<file path="config.mk">
export PLATFORM = sky130hd
export DESIGN_NAME = credit_tx_flat
export DESIGN_NICKNAME = d
export VERILOG_FILES = /design/src/rtl/router_pkg.sv /design/src/rtl/credit_tx_if.sv /design/src/rtl/credit_counter.sv /design/src/rtl/credit_tx.sv /design/src/flat_wrapper.sv
export SDC_FILE = /design/constraint.sdc
export NUM_CORES = 1
export LEC_CHECK = 0
export CAP_MARGIN = 10
export CORE_MARGIN = 1
export CORE_UTILIZATION = 30
export CTS_CLUSTER_SIZE = 10
export DETAILED_ROUTE_END_ITERATION = 8
export PLACE_DENSITY = 0.63
export REMOVE_ABC_BUFFERS = 1
export SYNTH_ARGS = -nofsm -noshare
export SYNTH_HDL_FRONTEND = slang
export SYNTH_SLANG_ARGS = --single-unit
export TNS_END_PERCENT = 5
</file>
<file path="constraint.sdc">
create_clock -name clk -period 5.2 [get_ports clk]
set_input_delay 0.78 -clock clk [delete_from_list [all_inputs] [get_ports clk]]
set_output_delay 0.78 -clock clk [all_outputs]
set_load 0.005 [all_outputs]
</file>
<file path="src/rtl/router_pkg.sv">
// Shared router definitions: flit width, default link credit depth and
// the transmitter status encoding.
package router_pkg;

   localparam int FLIT_W       = 8;
   localparam int LINK_CREDITS = 4;

   // Link status as seen from the sender. The sticky error is a separate bit.
   typedef enum logic [1:0] {
      IDLE  = 2'd0,   // every credit home, nothing outstanding
      BUSY  = 2'd1,   // some credits outstanding, some left
      STALL = 2'd2    // no credits, sender must wait
   } credit_state_e;

endpackage

</file>
<file path="src/rtl/credit_tx_if.sv">
// Flit handshake bundle for credit_tx.
//   in_valid/in_ready/in_data : upstream arbiter -> transmitter (valid/ready)
//   out_valid/out_data        : transmitter -> link pipeline (registered)
// master: the transmitter's view; slave: the surrounding logic's view.
interface credit_tx_if
   import router_pkg::*;
#(
   parameter int WIDTH = FLIT_W
);
   logic             in_valid;
   logic             in_ready;
   logic [WIDTH-1:0] in_data;
   logic             out_valid;
   logic [WIDTH-1:0] out_data;

   modport master (
      input  in_valid, in_data,
      output in_ready, out_valid, out_data
   );

   modport slave (
      output in_valid, in_data,
      input  in_ready, out_valid, out_data
   );
endinterface

</file>
<file path="src/rtl/credit_counter.sv">
// Up/down saturating credit counter with a sticky overflow flag.
//   clk, rst_n  : clock, async active-low reset (count resets to CREDITS)
//   inc_i       : one credit returned
//   dec_i       : one credit consumed
//   cnt_o       : registered count
//   cnt_nxt_o   : count after this cycle's update (for status tracking)
//   ovf_o       : sticky, set by an increment while already full
module credit_counter #(
   parameter int CREDITS = 4,
   parameter int CNT_W   = $clog2(CREDITS + 1)
) (
   input  logic             clk,
   input  logic             rst_n,
   input  logic             inc_i,
   input  logic             dec_i,
   output logic [CNT_W-1:0] cnt_o,
   output logic [CNT_W-1:0] cnt_nxt_o,
   output logic             ovf_o
);
   localparam logic [CNT_W-1:0] MAX = CNT_W'(CREDITS);

   logic [CNT_W-1:0] cnt_q, cnt_d;
   logic             ovf_q, ovf_d;

   always_comb begin
      cnt_d = cnt_q;
      ovf_d = ovf_q;
      case ({dec_i, inc_i})
         2'b10: if (cnt_q != '0) cnt_d = cnt_q - CNT_W'(1);
         2'b01: begin
            // A credit with nothing outstanding saturates and flags the fault.
            if (cnt_q == MAX) ovf_d = 1'b1;
            else              cnt_d = cnt_q + CNT_W'(1);
         end
         default: ;  // idle, or consume+return which cancel out
      endcase
   end

   always_ff @(posedge clk or negedge rst_n) begin
      if (!rst_n) begin
         cnt_q <= MAX;
         ovf_q <= 1'b0;
      end else begin
         cnt_q <= cnt_d;
         ovf_q <= ovf_d;
      end
   end

   assign cnt_o     = cnt_q;
   assign cnt_nxt_o = cnt_d;
   assign ovf_o     = ovf_q;
endmodule

</file>
<file path="src/rtl/credit_tx.sv">
// Credit-based link transmitter. Accepts flits over valid/ready, launches
// them registered into the link, and spends one credit per flit; credits
// come back as single-cycle pulses on credit_in.
//   clk, rst_n  : clock, async active-low reset
//   link        : credit_tx_if.master (upstream handshake + link output)
//   credit_in   : one pulse per freed receiver slot
//   credit_cnt  : registered credit count
//   idle        : all credits home
//   err         : sticky credit overflow
module credit_tx
   import router_pkg::*;
#(
   parameter int WIDTH   = FLIT_W,
   parameter int CREDITS = LINK_CREDITS,
   parameter int CNT_W   = $clog2(CREDITS + 1)
) (
   input  logic             clk,
   input  logic             rst_n,
   credit_tx_if.master      link,
   input  logic             credit_in,
   output logic [CNT_W-1:0] credit_cnt,
   output logic             idle,
   output logic             err
);
   localparam logic [CNT_W-1:0] FULL = CNT_W'(CREDITS);

   logic             xfer;
   logic [CNT_W-1:0] cnt_nxt;
   credit_state_e    state_q, state_d;
   logic             out_valid_q, out_valid_d;
   logic [WIDTH-1:0] out_data_q, out_data_d;

   assign xfer = link.in_valid && link.in_ready;

   credit_counter #(
      .CREDITS (CREDITS),
      .CNT_W   (CNT_W)
   ) u_credit_counter (
      .clk       (clk),
      .rst_n     (rst_n),
      .inc_i     (credit_in),
      .dec_i     (xfer),
      .cnt_o     (credit_cnt),
      .cnt_nxt_o (cnt_nxt),
      .ovf_o     (err)
   );

   // Status tracks the count the counter will hold next cycle, so in_ready
   // and idle are pure decodes of registered state.
   always_comb begin
      state_d = state_q;
      case (state_q)
         IDLE:  if (cnt_nxt != FULL)
                   state_d = (cnt_nxt == '0) ? STALL : BUSY;
         BUSY:  if (cnt_nxt == FULL)     state_d = IDLE;
                else if (cnt_nxt == '0)  state_d = STALL;
         STALL: if (credit_in)
                   state_d = (cnt_nxt == FULL) ? IDLE : BUSY;
         default: state_d = IDLE;
      endcase
   end

   always_comb begin
      out_valid_d = xfer;
      out_data_d  = xfer ? link.in_data : out_data_q;
   end

   always_ff @(posedge clk or negedge rst_n) begin
      if (!rst_n) begin
         state_q     <= IDLE;
         out_valid_q <= 1'b0;
         out_data_q  <= '0;
      end else begin
         state_q     <= state_d;
         out_valid_q <= out_valid_d;
         out_data_q  <= out_data_d;
      end
   end

   assign link.in_ready  = (state_q != STALL);
   assign link.out_valid = out_valid_q;
   assign link.out_data  = out_data_q;
   assign idle           = (state_q == IDLE);
endmodule

</file>
<file path="src/flat_wrapper.sv">
// flat-port wrapper written by rule: the top's interface ports become plain ports
module credit_tx_flat import router_pkg::*;
#(
   parameter int WIDTH   = FLIT_W,
   parameter int CREDITS = LINK_CREDITS,
   parameter int CNT_W   = $clog2(CREDITS + 1)
)
  (clk, rst_n, credit_in, credit_cnt, idle, err, link_in_valid, link_in_data, link_in_ready, link_out_valid, link_out_data);
  credit_tx_if #(.WIDTH(WIDTH)) link_i ();
  input  logic clk;
  input  logic rst_n;
  input  logic credit_in;
  output logic [CNT_W-1:0] credit_cnt;
  output logic idle;
  output logic err;
  input wire logic [$bits(link_i.in_valid)-1:0] link_in_valid;
  input wire logic [$bits(link_i.in_data)-1:0] link_in_data;
  output wire logic [$bits(link_i.in_ready)-1:0] link_in_ready;
  output wire logic [$bits(link_i.out_valid)-1:0] link_out_valid;
  output wire logic [$bits(link_i.out_data)-1:0] link_out_data;
  assign link_i.in_valid = link_in_valid;
  assign link_i.in_data = link_in_data;
  assign link_in_ready = link_i.in_ready;
  assign link_out_valid = link_i.out_valid;
  assign link_out_data = link_i.out_data;
  credit_tx #(.WIDTH(WIDTH), .CREDITS(CREDITS), .CNT_W(CNT_W)) u_core (.clk(clk), .rst_n(rst_n), .link(link_i), .credit_in(credit_in), .credit_cnt(credit_cnt), .idle(idle), .err(err));
endmodule
</file>
**Floorplan with the power grid**

The bar under the picture is 20 µm long. Pins as bars on the die edge. Tap cells in grey.
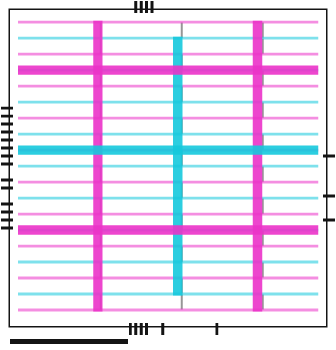
Cyan marks VDD. Magenta marks VSS.
27 signal pins sit on the boundary. The core has 18 rows.

==> results.toml <==
# generated from flow reports
[route]
ant_nets = 0
wl_met3_um = 88

[clock_network]
clk_pin_slew_worst_paths_ns = 0.09
cts_resized = 0

[yosys]
syn_area_um2 = 803
synth_cells = 65
edf_count = 0
avgSynthCellArea_um2 = 12.4

[status]
status = "finished, final reports clean"

[layout]
clkbuf_count = 4
drive_gt1_share_pct = 23.4
layout.nonclk_buf_share_pct = 23.3
ff_count = 15

[power_and_ir_drop]
pg_clk_w = 0.0000653
p_total_w = 0.000527

[global_route]
met2_usage_pct = 17.9

[setup_path]
critPathKind = "input pin to flop"
cp_cell_sequence = "clkdlybuf4s50_1 > nand2_2 > inv_1 > ha_1 > or2b_2 > o31ai_2 > a211oi_2 > nand2b_1 > a21boi_2"

[sta]
finalHoldViolCount = 0
rsz0062_at_grt = "false"
period_used_pct = 47.6
tightest_slew_ns = 0.648

[place]
gp_congestion = 0.799
dp_hpwl_mm = 1.09

[floorplan]
fp_util_pct = 32.1
**Placed cells, one colour a class**

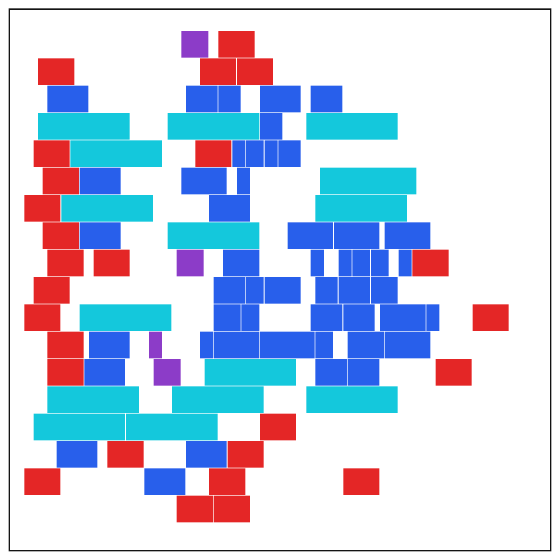
Cyan marks flops, cells 15. Blue marks combinational and other logic, cells 49. Purple marks clock drivers and dummy loads, cells 4. Red marks other buffers and delay cells, cells 26.

==> sequential cells by signal, indices dropped and copies added, names as in the netlist <==
register / count
u_core.u_credit_counter.cnt_o: 3
u_core.link.out_data: 8
u_core.link.out_valid: 1
u_core.state_q: 2
u_core.u_credit_counter.ovf_o: 1
==> worst max-delay path: cells and delay by family <==
| kind | cells | cell delay (ns) |
|---|---|---|
| AND-OR/OR-AND | 3 | 0.27 |
| adder cells (fa/ha/maj) | 1 | 0.43 |
| buffers and inverters | 2 | 0.51 |
| AND/OR/NAND/NOR | 3 | 0.71 |
==> metrics by stage <==
stage / hold slack [ns] / std cells / util [%] / instance area [µm²]
after floorplan: 0.466 / 64 / - / 792
after global placement: 0.463 / 120 / 43.6 / 1090
after detailed placement: 0.469 / 120 / 43.6 / 1090
after CTS: 0.488 / 124 / 44.6 / 1120
after global routing: 0.505 / 124 / 44.6 / 1120
final: 0.479 / 124 / 44.6 / 1120
==> cell families after synthesis <==
logic type	after synthesis	synth area share [%]
AOI/OAI and AO/OA	16	15.9
xor gates and xnor gates	1	1.09
adders and majority gates	5	7.79
buffers and inverters	5	3.27
DFF	15	46.9
muxes	11	15.6
and+or+nand+nor	12	9.50
==> worst paths after layout <==
check	from	endpoint	slack, ns	cells after the start
hold / removal	u_core.u_credit_counter.ovf_o	u_core.u_credit_counter.ovf_o	0.48	1
setup reg to reg	u_core.state_q[0]	u_core.state_q[0]	3.02	9
max in group asynchronous	rst_n	u_core.link.out_valid	3.89	1
setup / recovery	link_in_valid	u_core.state_q[0]	2.72	9
min in group asynchronous	rst_n	u_core.link.out_data[7]	0.89	1
hold reg to reg	u_core.u_credit_counter.ovf_o	u_core.u_credit_counter.ovf_o	0.48	1
